==> images/met3.png <==
Scale bar: 20 um.
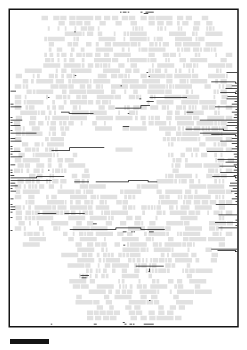
==> images/met1.png <==
Supply wires on this layer in gray.
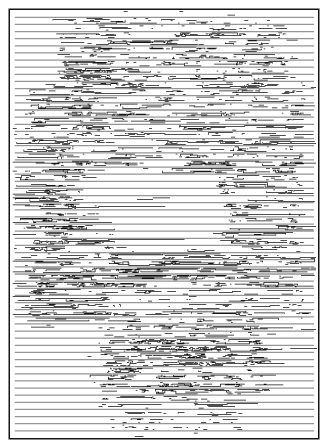
==> images/met2.png <==
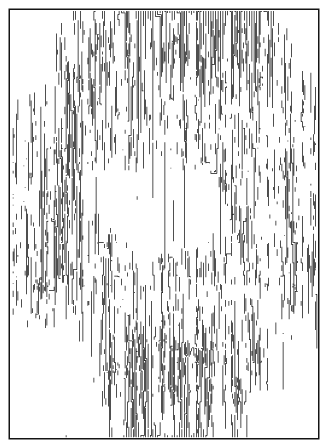
==> images/final_clocks.png <==
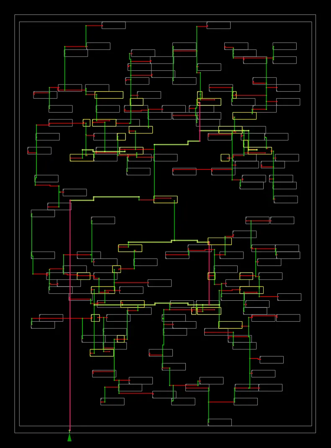
==> images/met4.png <==
Supply wires on this layer in gray.
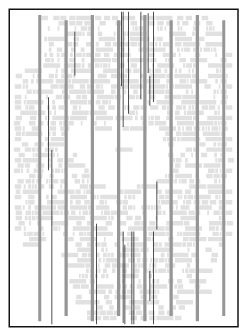
**config.mk**
```make
export PLATFORM = sky130hd
export DESIGN_NAME = fetch_ctrl
export DESIGN_NICKNAME = d
export VERILOG_FILES = /design/src/rtl/fetch_ctrl.sv
export SDC_FILE = /design/constraint.sdc
export NUM_CORES = 1
export LEC_CHECK = 0
export CAP_MARGIN = 40
export CORE_ASPECT_RATIO = 1.4
export CORE_MARGIN = 1.5
export CORE_UTILIZATION = 35
export DETAILED_ROUTE_END_ITERATION = 10
export PLACE_DENSITY = 0.65
export SLEW_MARGIN = 0
export SYNTH_ARGS = -nofsm -noshare
export SYNTH_HDL_FRONTEND = slang
export SYNTH_SLANG_ARGS = --single-unit
```
**constraint.sdc**
```tcl
create_clock -name clk -period 4.2 [get_ports clk]
set_clock_uncertainty 0.15 [all_clocks]
set_input_delay 0.84 -clock clk [delete_from_list [all_inputs] [get_ports clk]]
set_output_delay 0.84 -clock clk [all_outputs]
set_load 0.005 [all_outputs]
```
**src/rtl/fetch_ctrl.sv**
```systemverilog
// Instruction fetch controller: owns the PC, drives the instruction memory
// address, and registers fetched words into the IF/ID pipeline register.
// A two-state FSM (BOOT/RUN) inserts one idle cycle after reset before
// the first fetch. Redirects flush IF/ID and take priority over stalls.
module fetch_ctrl #(
  parameter logic [31:0] RESET_PC = 32'h0000_0000,
  parameter logic [31:0] NOP_WORD = 32'h8000_0000
) (
  input  logic        clk,
  input  logic        rst,
  output logic [31:0] imem_addr,
  input  logic [31:0] imem_data,
  input  logic        stall,
  input  logic        redirect,
  input  logic [31:0] redirect_pc,
  output logic [31:0] if_id_instr,
  output logic [31:0] if_id_npc,
  output logic        if_id_valid,
  output logic [31:0] fetch_count
);

  typedef enum logic {BOOT = 1'b0, RUN = 1'b1} state_t;

  state_t      state_reg, state_next;
  logic        take_redirect;
  logic        take_fetch;

  logic [31:0] pc_reg, pc_next;
  logic [31:0] instr_reg, instr_next;
  logic [31:0] npc_reg, npc_next;
  logic        valid_reg, valid_next;
  logic [31:0] count_reg, count_next;
  logic [31:0] pc_plus1;

  // PC+1 wraps naturally at 2^32
  assign pc_plus1 = pc_reg + 32'd1;

  // FSM state register; reset always lands in BOOT
  always_ff @(posedge clk or posedge rst) begin
    if (rst) state_reg <= BOOT;
    else     state_reg <= state_next;
  end

  // FSM next state: BOOT lasts exactly one edge, with or without redirect
  always_comb begin
    state_next = state_reg;
    case (state_reg)
      BOOT:    state_next = RUN;
      RUN:     state_next = RUN;
      default: state_next = BOOT;
    endcase
  end

  // FSM outputs: redirect wins in any state; fetch only in RUN when not stalled
  always_comb begin
    take_redirect = 1'b0;
    take_fetch    = 1'b0;
    case (state_reg)
      BOOT: take_redirect = redirect;
      RUN: begin
        take_redirect = redirect;
        take_fetch    = !redirect && !stall;
      end
      default: ;
    endcase
  end

  // Datapath next values; every register is rewritten each cycle (hold = own value)
  always_comb begin
    pc_next    = pc_reg;
    instr_next = instr_reg;
    npc_next   = npc_reg;
    valid_next = valid_reg;
    count_next = count_reg;
    if (take_redirect) begin
      pc_next    = redirect_pc;
      instr_next = NOP_WORD;
      npc_next   = 32'd0;
      valid_next = 1'b0;
    end else if (take_fetch) begin
      pc_next    = pc_plus1;
      instr_next = imem_data;
      npc_next   = pc_plus1;
      valid_next = 1'b1;
      count_next = (count_reg == 32'hFFFF_FFFF) ? count_reg : count_reg + 32'd1;
    end
  end

  // Datapath registers with asynchronous reset to the bubble state
  always_ff @(posedge clk or posedge rst) begin
    if (rst) begin
      pc_reg    <= RESET_PC;
      instr_reg <= NOP_WORD;
      npc_reg   <= 32'd0;
      valid_reg <= 1'b0;
      count_reg <= 32'd0;
    end else begin
      pc_reg    <= pc_next;
      instr_reg <= instr_next;
      npc_reg   <= npc_next;
      valid_reg <= valid_next;
      count_reg <= count_next;
    end
  end

  assign imem_addr   = pc_reg;
  assign if_id_instr = instr_reg;
  assign if_id_npc   = npc_reg;
  assign if_id_valid = valid_reg;
  assign fetch_count = count_reg;

endmodule

```
==> run notes <==
flow finished, numbers: outcome finished clean, Pwr top registers, final core occ 50.90%, Final Hold Fails 0, yosys adder share 0.3897%, initial core utilization 35.68%, ys cells 689, final setup vio count 0, met1 wire length 7429 um, Worst Hold End if_id_valid, FFs w/ async S/R, synth 100.0%, flop share of the area 35.53%, crit path kind input port to flip-flop, area leader, netlist dfrtp_1, Total GRT Usage 19.02%, Die W 117.5 um, most frequent cells after synthesis nand2_1, dfrtp_1, nor2_1, xor2_1, xnor2_1, post-place setup slack 0.9090 ns, R2R Path End if_id_npc[28], critical path's slowest cell or3b_1, placed cell areas 8587 um^2, first-pass detailed-route iteration total 4, max-cap violations 0, pin count of the biggest net entering global routing 87, crit-path max cell delay 0.54 ns, Die Height 163.3 um, vias in the first global route 5364, Tapcells 240, YS chip area 6421 um^2, Top cell excl fill/tap clkdlybuf4s50_1, non-clk buf share 22.37%, Placed Instances 1086, clock share of power 42.2%, reg-to-reg setup timing slack 1.56 ns, drt drc 0, post_cts resized 0, area grow syn2layout 42.65%, number of library cell types mapped by synthesis 45, crit-path leading delay family simple AND/OR/NAND/NOR gates, Main logic family simple AND/OR/NAND/NOR gates, GR Util met3 4.085%, non-clock buffer total of the final layout 205, Psw 0.0008802 W, Seq cells 130, setup repair bufs after CTS 0, Worst slew margin 39.65%
About met3.png:
111 nets have wire on it. The layer holds 4.0% of the routed length. The wires run mostly horizontal. The longest straight run is 23.7 um. The layer carries 708 um of wire.

About met1.png:
The layer carries 7430 um of wire. The longest straight run is 29.4 um. The wires run mostly horizontal.

About met2.png:
The layer carries 9040 um of wire. The longest straight run is 51.2 um.

About final_clocks.png:
CTS Sinks: 130
TritonCTS buffer count: 17
Power Clock: 0.00142 W
clkbuf count: 21

About met4.png:
17 nets have wire on it. The wires run mostly vertical.

No activity file was given, so power comes from the tool's default toggle rates.
